Fig. 1: run 1, drive-strength map
The bar under the picture is 20 um long.
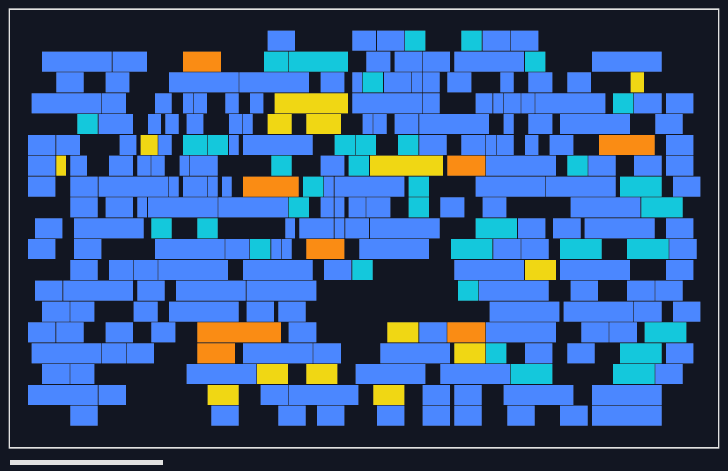
Fig. 2: run 1, ports around the boundary
Pins as bars across the die edge, other pins in gray.
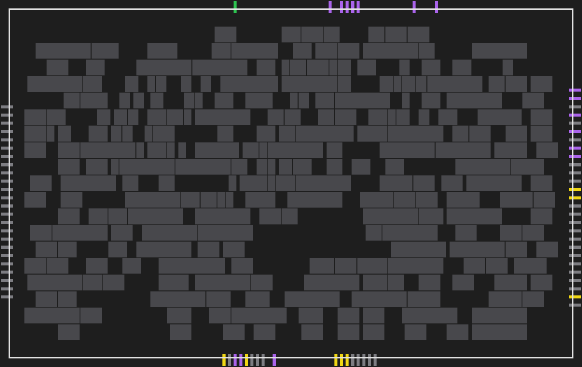
Fig. 3: run 1, clock wiring as the flow saved it
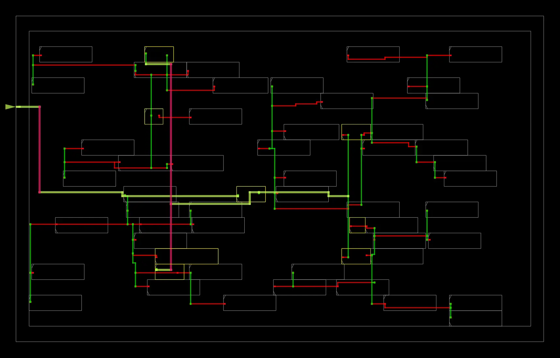
Design cadder_issue_ctrl, sky130hd; sources not shown.
==> out/results.env, run 1 <==
WORST-SLEW-PIN-TRANSITION_PS=500.8
RUN_STATUS='complete, no violations'
GLOBAL_ROUTE.USAGE.TOTAL_PCT=18.09
BUSIEST_LAYER='met1'
SYNTH.LOGIC.TOP_FAMILY='multiplexers'
INITIALDRTVIOLATIONCOUNT=38
SYNTH_AREA_PER_CELL_UM2=13.45
CP_NUM_CELLS=1
LARGEST_REG_FLOPS=16
CRITPATHKIND='flip-flop to output port'
YOSYS_WARNINGS=0
GRT_USE_MET3_PCT=6.209
LARGEST_AREA_CELL='sky130_fd_sc_hd__dfrtp_1'
DRT-VIAS-PER-INSTANCE=4.788
SYNTHFLOPTYPE='sky130_fd_sc_hd__dfrtp_1'
ROW_COUNT=19
IRDROPWORSTVDD_mV=0.7743
H-TREE-DEPTH=2
GRT_ANTENNA_BEFORE_REPAIR=0
MOST_FREQUENT_CELLS_IN_THE_LAYOUT='sky130_fd_sc_hd__clkdlybuf4s50_1, sky130_fd_sc_hd__dfrtp_1, sky130_fd_sc_hd__buf_4'
POWERDENSITY_mW_PER_MM2=1433
SYN-CELL-AREA_MM2=0.002017
FIRST_PASS_GRT_WIRE_LENGTH_UM=7210
SYNTHESIS.NETS=183
ORDERED_LIST_OF_CELLS_ON_THE_WORST_PATH='clkdlybuf4s50_1'
CRIT_FANOUT=6
WIRELENGTH_MET1_UM=2172
MET2_LENGTH_UM=1854
INITIAL_CORE_UTIL_PCT=44.42
WARNING_COUNT=26
CELLINTERNALPOWER_uW=3224
IOS=76
CAP_VIOL_MAX_COUNT=0
COUNT_OF_MAPPED_CELLS_OUT_OF_SYNTHESIS=150
WORSTPATHREQUIRED_PS=1300
TIMING.FINAL.SETUP_VIOLATIONS=0
PERIOD_NEEDED_PS=1765
POWER_SWITCHING_SHARE_PCT=28.45
DRC=0
PLACEDINSTANCEAREA_MM2=0.002915
DETAILROUTE.WIRELENGTH.MET3_UM=403
YOSYS_TOP_CELL_AREA_SHARE_PCT=60.79
LAY_TOP_COUNT='sky130_fd_sc_hd__clkdlybuf4s50_1'
Notes on Fig. 1 above:
size	color	cells	share
_3 and _4 cells	cyan	36	14%
_6 and larger	orange	8	3.2%
_2 cells	yellow	14	5.5%
_0 and _1 cells	blue	195	77%
Signal buffers: 99
Area Overhead vs Synth: 55.89%
worst setup slack after layout: 35.29 ps
final design instance area without fill: 0.003144 mm^2

Notes on Fig. 2 above:
port	color	pins	direction	edge
`cad_enable`	green	1	output	top
`in_a`	yellow	8	input	5 bottom, 3 right
`done_count`	purple	16	output	7 top, 6 right, 3 bottom
all pins by edge	27 right, 24 left, 17 bottom, 8 top
count of buffers inserted at the top-level ports: 75
horizontal die size: 92.42 um

Notes on Fig. 3 above:
number of clock buffers inserted by TritonCTS: 5
Power Clock: 792 uW

## run 1: what timing repair did
action	in CTS	in global routing
pin swaps	0	1
buffers inserted	1	13
resized	5	3
setup endpoints to repair	5	24
hold buffers	0	0
## run 1: worst register-to-register path, cell delays in order, from the launching register on
cell and delay (ps):
sky130_fd_sc_hd__dfrtp_1 410, sky130_fd_sc_hd__ha_1 210, sky130_fd_sc_hd__ha_1 210, sky130_fd_sc_hd__nor2_2 250, sky130_fd_sc_hd__buf_4 170, sky130_fd_sc_hd__nor2_1 80, sky130_fd_sc_hd__o22a_1 200
## run 1: cell usage after synthesis, drive strengths merged, types with 2 or more instances
cell    count
xnor2      13
a22o       10
dfrtp      49
nand2      15
nand4       5
and2        2
buf         2
nor2        5
nand3       6
clkbuf      2
ha          3
nand2b      2
mux2       17
nor4        2
inv         2
xor2        2
a21oi       4
o21ai       3
## run 1: per-stage QoR
stage	TNS (ps)	cells	utilization, %	hold slack [ps]
final	0	316	69.25	43.89
after global routing	-2.596	316	69.25	77.11
after CTS	0	303	66.96	57.22
after detailed placement	-2007	294	64.21	400.5
after global placement	-1465	294	64.21	398.9
after floorplan	0	150	-	104.4
## run 1: power by group through the flow
stage / clock (uW) / combinational [uW] / sequential, uW
CTS: 812 / 1930 / 1750
floorplan: 0 / 778 / 1800
global route: 858 / 2140 / 1790
detailed placement: 0 / 1900 / 1770
global placement: 0 / 1860 / 1760
finish: 792 / 1980 / 1740
## run 1: cell type report
cell class / count / area, um^2
Clock inverter: 3 / 46.29
Sequential cell: 49 / 1229
Timing Repair Buffer: 99 / 949.7
Inverter: 2 / 7.507
Multi-Input combinational cell: 95 / 764.5
Tap cell: 63 / 78.83
Clock buffer: 5 / 68.82
Fill cell: 341 / 1396
## Run 2: what changed since run 1
Settings changed: GPL_TIMING_DRIVEN from default to 0, SKIP_LAST_GASP from default to 1.
Fig. 4: run 2, placement by cell class
The bar under the picture is 20 um long.
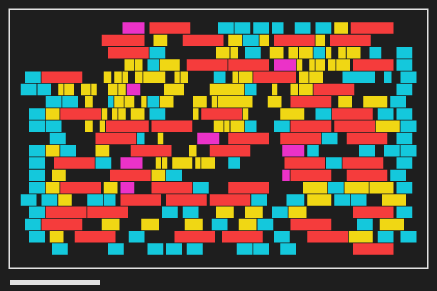
class	color	cells	share of their area
combinational and other logic	yellow	97	26%
other buffers and delay cells	cyan	90	29%
clock drivers and dummy loads	magenta	8	3.1%
flops	red	49	41%
sequential portion of the cell area: 40.34%
row cnt: 19
Placeable Area: 0.004541 mm^2
final design instance area without fill: 0.003052 mm^2

==> run 2 against run 1 <==
Against the previous run: critical path depth unchanged; final area is 2.9% lower; sequential share of layout area rose by 1.3 points; synthesized cell count is the same; highest routed layer unchanged; core utilization fell by 2.0 points; worst setup slack better by 5.1 ps; fmax up 0.29%; via count increased by 2.0%; global-route usage decreased by 0.26 points; clock power is 17% lower; non-clock buffer count is 9 lower; flip-flop count unchanged.
==> out/results.env, run 2 <==
RUN_STATUS='complete, no violations'
GLOBAL_ROUTE_OVERFLOW=0
SYN-CELL-AREA_MM2=0.002017  # unchanged
POWER_SWITCHING_SHARE_PCT=29.95  # +1.5 points
CRITPATHKIND='flip-flop to output port'
CELLINTERNALPOWER_uW=3033  # -5.9%
YOSYS_WARNINGS=0  # unchanged
CTS_HOLD_REPAIR.BUFFERS=0  # unchanged
COMBPWRFRAC_PCT=44.2
GRT_SETUP_UNREPAIRED='yes'
WARNING_COUNT=28  # +7.7%
SYNTH_AREA_PER_CELL_UM2=13.45  # unchanged
DRC=0  # unchanged
AREA_OVERHEAD_VS_SYNTH_PCT=51.30
CLOCKPOWERSHARE_PCT=15.2
FINAL_CELL_COUNT_NO_FILL=307  # -2.8%
FMAX_MHz=568.3
GLOBAL_ROUTE.USAGE.TOTAL_PCT=17.82  # -0.26 points
SYNTHTOPCELLSBYCOUNT='sky130_fd_sc_hd__dfrtp_1, sky130_fd_sc_hd__nand2_1, sky130_fd_sc_hd__xnor2_1'
LAY_TOP_COUNT='sky130_fd_sc_hd__clkdlybuf4s50_1'
TIMING.FINAL.SETUP_VIOLATIONS=0  # unchanged
TOTAL_COUNT_OF_MAX_TRANSITION_VIOLATIONS_IN_THE_FINAL_REPORT=0
YOSYS_TOP_CELL_AREA_SHARE_PCT=60.79  # unchanged
WORST_SLEW_MARGIN_REL_PCT=61.37
IRDROPWORSTVDD_mV=0.7579  # -2.1%
CPLARGESTDELAYFAMILY='buffers and inverters'
FIRST_PASS_GRT_WIRE_LENGTH_UM=7258  # +0.67%
LARGEST_REG_FLOPS=16  # unchanged
SYNTH.MOST_COMMON_CELL='sky130_fd_sc_hd__dfrtp_1'
H-TREE-DEPTH=2  # unchanged
CTS_SETUP_BUFFERS=4  # +3
ROUTE.DETAILED.WL_PER_INST_UM=14.54
DP.CELLS=289  # -1.7%
TOPCELLSBYAREA='sky130_fd_sc_hd__dfrtp_1, sky130_fd_sc_hd__mux2_4, sky130_fd_sc_hd__xnor2_1'
INITIAL_CORE_UTIL_PCT=44.42  # unchanged
CELLLEAKAGEPOWER_uW=0.001324
PERIOD_NEEDED_PS=1760  # -5.096 ps
FINAL_CRITICAL_PATH_SETUP_SLACK_PS=40.39  # +5.096 ps
CRIT_FANOUT=5  # -1
COUNT_OF_MAPPED_CELLS_OUT_OF_SYNTHESIS=150  # unchanged
ORDERED_LIST_OF_CELLS_ON_THE_WORST_PATH='clkdlybuf4s50_1'
WORSTPATHREQUIRED_PS=1300  # about the same
POWERDENSITY_mW_PER_MM2=1419  # -0.98%
CLK_LATENCY_PS=310
FILLERS=336  # -1.5%
BUFFER_PORTS.INSERTED=75  # unchanged
SYNTHESIS.NETS=183  # unchanged
SYNTH_SEQ_SHARE_PCT=60.79
ASYNC_RESET_FF_SHARE_PCT=100.0
GRT_ANTENNA_BEFORE_REPAIR=0  # unchanged
DRT-VIAS-PER-INSTANCE=5.026  # +5.0%
IOS=76  # unchanged
CP_NUM_CELLS=1  # unchanged
CRITICAL_PATH.MAX_STAGE_DELAY_PS=530
NUMBER_OF_ENABLE_FLIP_FLOP_CELLS=0
DRT_PRE_ANTENNA_ITERS=4
NUMCTSBUFFERS=5  # unchanged
LARGEST_AREA_CELL='sky130_fd_sc_hd__dfrtp_1'
INITIALDRTVIOLATIONCOUNT=45  # +18%
CAP_VIOL_MAX_COUNT=0  # unchanged
SYNTHFLOPTYPE='sky130_fd_sc_hd__dfrtp_1'
DIE-WIDTH_UM=92.42  # unchanged
GRT_MAX_DEGREE=26
POST_CTS.RESIZED_INSTANCES=8  # +3
MOST_FREQUENT_CELLS_IN_THE_LAYOUT='sky130_fd_sc_hd__clkdlybuf4s50_1, sky130_fd_sc_hd__dfrtp_1, sky130_fd_sc_hd__nand2_1'
WORST-SLEW-PIN-TRANSITION_PS=579.5  # +78.71 ps
DETAIL-ROUTE-ANTENNA-NETS=0
Fig. 5: run 2, ports around the boundary
Pins as bars across the die edge, other pins in gray.
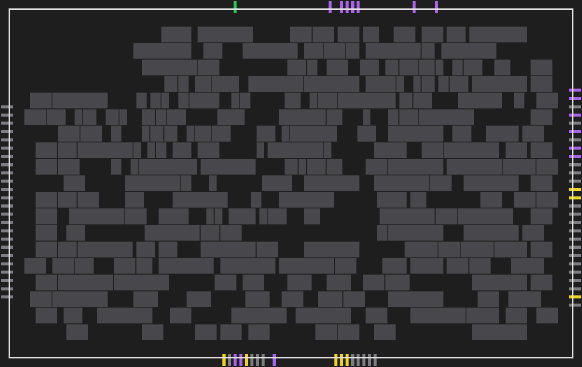
port	color	pins	direction	edge
`done_count`	purple	16	output	7 top, 6 right, 3 bottom
`in_a`	yellow	8	input	5 bottom, 3 right
`cad_enable`	green	1	output	top
all pins by edge	27 right, 24 left, 17 bottom, 8 top
Die H: 57.05 um

## run 2: cell counts after synthesis
No cell type changed its count.
## run 2: cell type report
cell class | instances | area, um^2 | share of cell area (%)
Buffer | 4 | 27.53 | 0.9020
Tap cell | 63 | 78.83 | 2.583
Clock inverter | 3 | 22.52 | 0.7380
Timing Repair Buffer | 86 | 839.6 | 27.51
Inverter | 2 | 7.507 | 0.2460
Clock buffer | 5 | 68.82 | 2.255
Sequential cell | 49 | 1231 | 40.34
Multi-Input combinational cell | 95 | 775.7 | 25.42
## run 2: power groups by stage
stage	Sequential (uW)	Clock (uW)	Combinational (uW)
after floorplan	1800	0	778
after CTS	1760	688	1890
after global routing	1810	727	2070
after detailed placement	1800	0	1810
final	1760	660	1910
after global placement	1790	0	1770
## run 2: per-stage QoR
step           cell area [um^2]  power [uW]  hold slack, ps  setup TNS [ps]  utilization [%]
2_1_floorplan              2017        2578           104.4               0                -
3_3_place_gp               2846        3561           411.6          -64090            62.69
3_5_place_dp               2861        3606           414.6           -7408            63.02
4_1_cts                    2997        4340           85.57          -506.2            66.00
5_1_grt                    3052        4606           113.3          -98.35            67.21
6_report                   3052        4330           70.56               0            67.21
## run 2: cells by family (layout without fill, tap and decap cells)
group | count (synthesis) | in the layout | share of synthesized area (%)
flops | 49 | 49 | 60.79
simple gates | 42 | 42 | 11.29
compound gates | 18 | 18 | 6.513
mux | 17 | 17 | 11.35
xor+xnor | 15 | 15 | 6.514
buf+inv | 6 | 100 | 1.675
fa+ha+maj | 3 | 3 | 1.861
## run 2: routing by layer
layer	track usage (%)	routed length, um	up-vias
met2	24.61	1847	72
met3	6.341	400	7
met1	26.61	2172	753
li1	-	-	711
met5	0	0	-
met4	5.117	42	0
No activity file was given, so power comes from the tool's default toggle rates.
